--- config.mk ---
export PLATFORM = sky130hd
export DESIGN_NAME = rca_mw_adder
export DESIGN_NICKNAME = d
export VERILOG_FILES = /design/src/rtl/rca_mw_pkg.sv /design/src/rtl/rca_mw_adder_rca.sv /design/src/rtl/rca_mw_adder.sv
export SDC_FILE = /design/constraint.sdc
export NUM_CORES = 1
export LEC_CHECK = 0
export CAP_MARGIN = 20
export CORE_MARGIN = 2
export CORE_UTILIZATION = 45
export DETAILED_ROUTE_END_ITERATION = 10
export HOLD_SLACK_MARGIN = 0.06
export PLACE_DENSITY_LB_ADDON = 0.08
export SYNTH_ARGS = -nofsm -noshare
export SYNTH_HDL_FRONTEND = slang
export SYNTH_SLANG_ARGS = --single-unit
--- constraint.sdc ---
create_clock -name clk -period 12.8 [get_ports clk]
set_clock_uncertainty 0.15 [all_clocks]
set_input_delay 1.28 -clock clk [delete_from_list [all_inputs] [get_ports clk]]
set_output_delay 1.28 -clock clk [all_outputs]
set_load 0.005 [all_outputs]
--- src/rtl/rca_mw_pkg.sv ---
// Shared types and helpers for the multi-word sequential adder.
package rca_mw_pkg;

  typedef enum logic [1:0] {
    IDLE = 2'd0,
    RUN  = 2'd1,
    DONE = 2'd2
  } state_t;

  // Word index width; a single-word configuration still needs a 1-bit index.
  function automatic int idx_width(input int words);
    return (words > 1) ? $clog2(words) : 1;
  endfunction

endpackage

--- src/rtl/rca_mw_adder_rca.sv ---
// N-bit combinational ripple-carry adder, one full adder per bit.
module rca #(
  parameter int N = 32
) (
  input  logic [N-1:0] a_i,
  input  logic [N-1:0] b_i,
  input  logic         cin_i,
  output logic [N-1:0] sum_o,
  output logic         cout_o
);

  logic [N:0] carry;

  always_comb begin
    carry    = '0;
    sum_o    = '0;
    carry[0] = cin_i;
    for (int i = 0; i < N; i++) begin
      sum_o[i]   = a_i[i] ^ b_i[i] ^ carry[i];
      carry[i+1] = (a_i[i] & b_i[i]) | (carry[i] & (a_i[i] ^ b_i[i]));
    end
    cout_o = carry[N];
  end

endmodule

--- src/rtl/rca_mw_adder.sv ---
// Multi-word sequential adder: streams W-bit operands through one N-bit
// ripple-carry adder, least-significant word first, carry held in a flop.
module rca_mw_adder
  import rca_mw_pkg::*;
#(
  parameter int N     = 32,
  parameter int WORDS = 4
) (
  input  logic                 clk,
  input  logic                 rst,
  input  logic                 in_valid,
  output logic                 in_ready,
  input  logic [N*WORDS-1:0]   a_i,
  input  logic [N*WORDS-1:0]   b_i,
  input  logic                 cin_i,
  output logic                 out_valid,
  input  logic                 out_ready,
  output logic [N*WORDS-1:0]   sum_o,
  output logic                 cout_o,
  output logic                 ovf_o,
  output state_t               dbg_state_o
);

  localparam int W  = N * WORDS;
  localparam int IW = idx_width(WORDS);
  localparam logic [IW-1:0] LAST_IDX = IW'(WORDS - 1);

  // Handshakes: a transfer happens on a rising edge where valid && ready.
  // in_ready depends on state only; out_valid and the result stay stable
  // until out_ready is seen, and no new pair is taken while one is pending.

  state_t          state_q, state_d;
  logic [W-1:0]    a_q, a_d;
  logic [W-1:0]    b_q, b_d;
  logic [W-1:0]    sum_q, sum_d;
  logic            carry_q, carry_d;
  logic [IW-1:0]   idx_q, idx_d;
  logic            ovf_q, ovf_d;

  logic [N-1:0]    word_a;
  logic [N-1:0]    word_b;
  logic [N-1:0]    word_sum;
  logic            word_cout;

  assign word_a = a_q[idx_q*N +: N];
  assign word_b = b_q[idx_q*N +: N];

  rca #(.N(N)) u_rca (
    .a_i    (word_a),
    .b_i    (word_b),
    .cin_i  (carry_q),
    .sum_o  (word_sum),
    .cout_o (word_cout)
  );

  always_comb begin
    state_d = state_q;
    a_d     = a_q;
    b_d     = b_q;
    sum_d   = sum_q;
    carry_d = carry_q;
    idx_d   = idx_q;
    ovf_d   = ovf_q;
    case (state_q)
      IDLE: begin
        if (in_valid) begin
          a_d     = a_i;
          b_d     = b_i;
          carry_d = cin_i;
          idx_d   = '0;
          state_d = RUN;
        end
      end
      RUN: begin
        sum_d[idx_q*N +: N] = word_sum;
        carry_d             = word_cout;
        if (idx_q == LAST_IDX) begin
          // Signed overflow: operands agree in sign but the result does not.
          ovf_d   = (a_q[W-1] == b_q[W-1]) && (word_sum[N-1] != a_q[W-1]);
          state_d = DONE;
        end else begin
          idx_d = idx_q + IW'(1);
        end
      end
      DONE: begin
        if (out_ready) begin
          state_d = IDLE;
        end
      end
      default: state_d = IDLE;
    endcase
  end

  always_ff @(posedge clk) begin
    if (rst) begin
      state_q <= IDLE;
      a_q     <= '0;
      b_q     <= '0;
      sum_q   <= '0;
      carry_q <= 1'b0;
      idx_q   <= '0;
      ovf_q   <= 1'b0;
    end else begin
      state_q <= state_d;
      a_q     <= a_d;
      b_q     <= b_d;
      sum_q   <= sum_d;
      carry_q <= carry_d;
      idx_q   <= idx_d;
      ovf_q   <= ovf_d;
    end
  end

  assign in_ready    = (state_q == IDLE);
  assign out_valid   = (state_q == DONE);
  assign sum_o       = sum_q;
  assign cout_o      = carry_q;
  assign ovf_o       = ovf_q;
  assign dbg_state_o = state_q;

endmodule

==> impl_metrics.toml <==
# implementation run metrics
[global_routing]
grt_util_met2_pct = 42.8
busiest_layer = "met2"
antenna_found_initial = 5
grt_max_degree = 163
grt_util_met3_pct = 4.60
grt_pass1_vias = 13220
grt_pass1_wl_um = 75600
grt_overflow_total = 0

[final_timing]
tightestPinTransition_ns = 1.13
final_max_slew_viol_count = 0
fin_crit_ns = 12.52
post-route-period-util_pct = 97.8
finalSetupViolations = 0
setup_tns_ns = 0
hold_slack_ns = 0.302
setup_slack_ns = 0.281
rsz0062_at_grt = "yes"
max_freq_mhz = 79.9
slew_headroom_pct = 24.8
hold_viol = 0

[detailed_routing]
drt_pass1_iterations = 4
met3_length_um = 3030
via_per_inst = 5.32
dr.max_layer_used = "met5"
ant_nets = 0
wl_met1_um = 21400
drc = 0
drt_iter0_markers = 950
wl_met2_um = 23900

[floorplanning]
fp_util_pct = 45.5
fp-row-count = 69
die_y_um = 193
ioPinCount = 395
die_w_um = 193
dieArea_um2 = 37400
core_um2 = 35500

[yosys]
synthArstFlopShare_pct = 0
synthesis.area_um2 = 16100
synth-edff-count = 0
ys_cells = 1768
ys_ff = 390
yosysTopAreaCellShare_pct = 48.4
synth-warning-count = 0
synthFlopType = "dfxtp_1"
synth.most_common_cell = "nand2_1"
synth_area_per_cell_um2 = 9.13
fp_nets = 2067
area_leaders = "dfxtp_1 (48%), nand2_1 (12%), mux4_2 (8.9%)"
common_cells = "nand2_1 (523), dfxtp_1 (390), a21oi_1 (259)"
yosysUniqueCellTypes = 36
yosysChipArea_um2 = 16100
ys_seq_share_pct = 48.4
yosys.area.top_type = "dfxtp_1"
synthCells = 1768

[worst_setup_path]
worstSetupStartpointType = "register"
worstReg2RegStart = "idx_q[0]"
rr_worst_depth = 39
crit_slowest_cell = "fa_1"
arrival_ns = 12.81
rrSetupSlack_ns = 0.28
cp_max_fo = 4
cp_top_family = "adder cells"
reg2reg_to = "ovf_o"
endpoint_kind = "register"
cpMostUsedCell = "fa_2"
path_buffers = 4
critPathRequiredTime_ns = 13.09
setup.worst_path.class = "register to register"
cpPeakStageDelay_ns = 0.46

[clock_network]
clkTransAtPathRegs_ns = 0.06
cts-root-buf = "clkbuf_16"
clockBufferDepth = 3
cts_tree = "built"
cts_buffers = 41
htreeDepth = 2
hold_buffers = 0
clk_latency_ns = 0.55

[placement]
dpl_cell_area_um2 = 19900
place_congestion = 0.841
pre_cts_ws_ns = -0.390
dp.cells = 2497
port_buffers = 394
dp_hpwl_um = 35700

[cells_and_area]
finalNonFillerCells = 2574
final-comb-area_um2 = 7220
flop_area_um2 = 7820
layout_top_cell = "nand2_1"
nNetsFinal = 2380
syn_to_final_growth_pct = 32.5
final_area_um2 = 21400
layout_top_cells = "nand2_1 (523), clkdlybuf4s50_1 (393), dfxtp_1 (388)"
n_fill_cell = 3152
final_util_pct = 60.3
drive_gt1_share_pct = 9.28

[power_and_ir_drop]
p_total_mw = 2.87
vdd_drop_max_v = 0.0000773
powerDensity_nw_per_um2 = 134
p_leak_nw = 7.43

[worst_hold_path]
min_from = "a_q[8]"
hold_path_end = "a_q[8]"
worstHoldPathType = "register to register"
min_path_cells = 2

[flow_run]
max_cap_violations = 0
log.warning_count = 42

[run_status]
status = "completed"
-- kinds of logic (layout without fill, tap and decap cells) --
group / Yosys count / in the layout / share of synthesized area [%]
muxes: 65 / 65 / 8.99
adders and majority gates: 38 / 38 / 4.43
AOI/OAI and AO/OA: 391 / 391 / 13.3
other: 0 / 1 / 0
DFF: 390 / 390 / 48.4
and+or+nand+nor: 672 / 672 / 17.4
buffers and inverters: 212 / 556 / 7.48
-- worst max-delay path by stage --
stage / cells after the start / to / slack, ns / startpoint
floorplan: 41 / ovf_o / 0.004 / idx_q[0]
global placement: 39 / sum_o[127] / -0.30 / idx_q[0]
detailed placement: 39 / sum_o[31] / -0.39 / idx_q[0]
CTS: 39 / sum_o[31] / 0.03 / idx_q[0]
global route: 39 / ovf_o / -0.08 / idx_q[0]
finish: 39 / ovf_o / 0.28 / idx_q[0]
-- cell type report --
cell class / count / share of cell area (%)
diodes: 1 / 0.0117
clock buffers: 64 / 5.62
clock inverters: 10 / 0.737
inverters: 65 / 1.15
multi-input cells: 1166 / 33.8
flip-flops and latches: 390 / 36.5
well taps: 461 / 2.70
repair buffers: 417 / 19.5
-- what timing repair did --
| item | in CTS | in global routing |
|---|---|---|
| setup endpoints to repair | 9 | 6 |
| cloned | 0 | 0 |
| pin swaps | 4 | 6 |
| gates resized | 13 | 11 |
| setup buffers | 0 | 1 |
| endpoints found under the hold margin | 0 | 0 |
-- power by group --
| part | switching, mW | total (mW) | internal, mW |
|---|---|---|---|
| Combinational | 0.203 | 0.380 | 0.177 |
| Clock | 0.487 | 1.20 | 0.710 |
| Sequential | 0.0275 | 1.29 | 1.27 |
| Total | 0.717 | 2.87 | 2.15 |
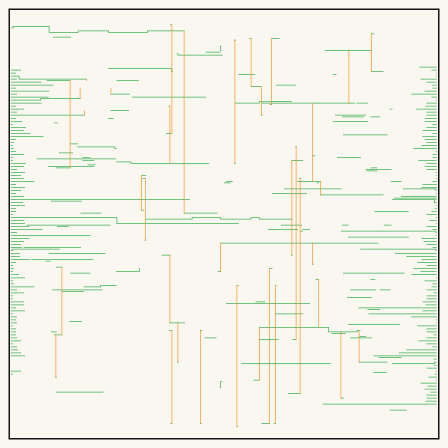
Fig. 1. Wiring by layer.
Only two layers are drawn.
M3 -> green  # wire length 3030 um
M4 -> orange  # wire length 1170 um
GRT Util Overall: 25.6%
routed via count: 13694
total wire length: 49500 um
mean routed wirelength per cell: 19.2 um

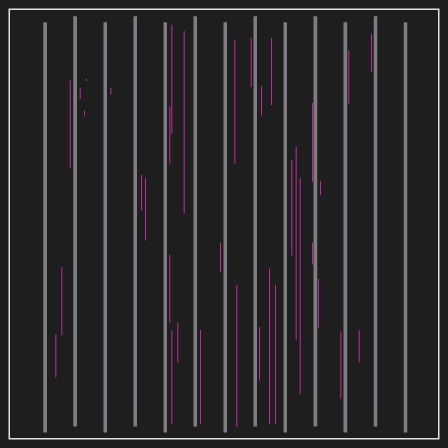
Fig. 2. Met4 routing.
Supply wires on this layer in gray.
main direction = vertical
share of all routed wire = 2.4%
nets with wire on the layer = 19
longest straight run = 97.2 um
wire length on this layer = 1170 um

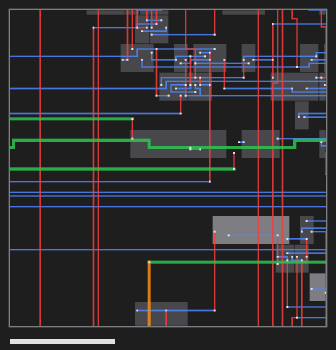
Fig. 3. Zoomed window.
Scale bar: 10 um. Region (82, 82) to (112, 112) um. Cells in gray, sequential cells in the stronger gray; small squares are vias.
M1 -> blue
M2 -> red
M3 -> green
M4 -> orange
netlist names of flops here include = a_q (1)
cells with their middle in the window = 18
most frequent = nand2_1 (4), a21oi_1 (2)
sequential cells in the window = 1

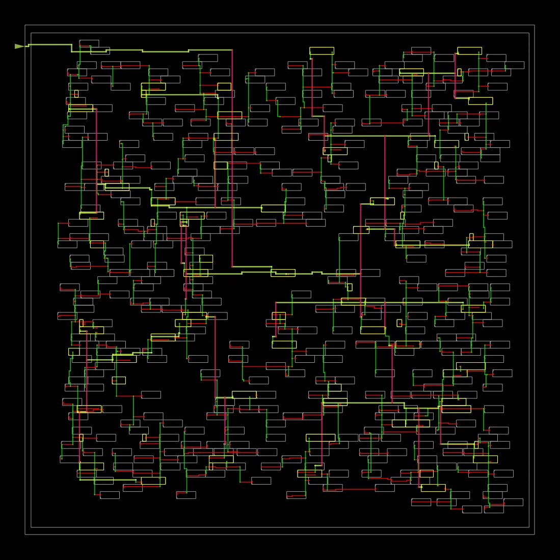
Fig. 4. The clock network.
flip-flops: 390
CTS sink cnt: 390

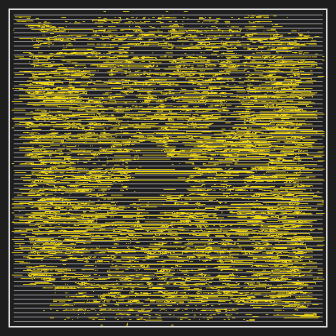
Fig. 5. The metal 1 layer.
Supply wires on this layer in gray.
longest straight run = 103 um
wire length on this layer = 21.4 mm
met1 usage: 34.2%

Power and IR drop assume default switching activity.
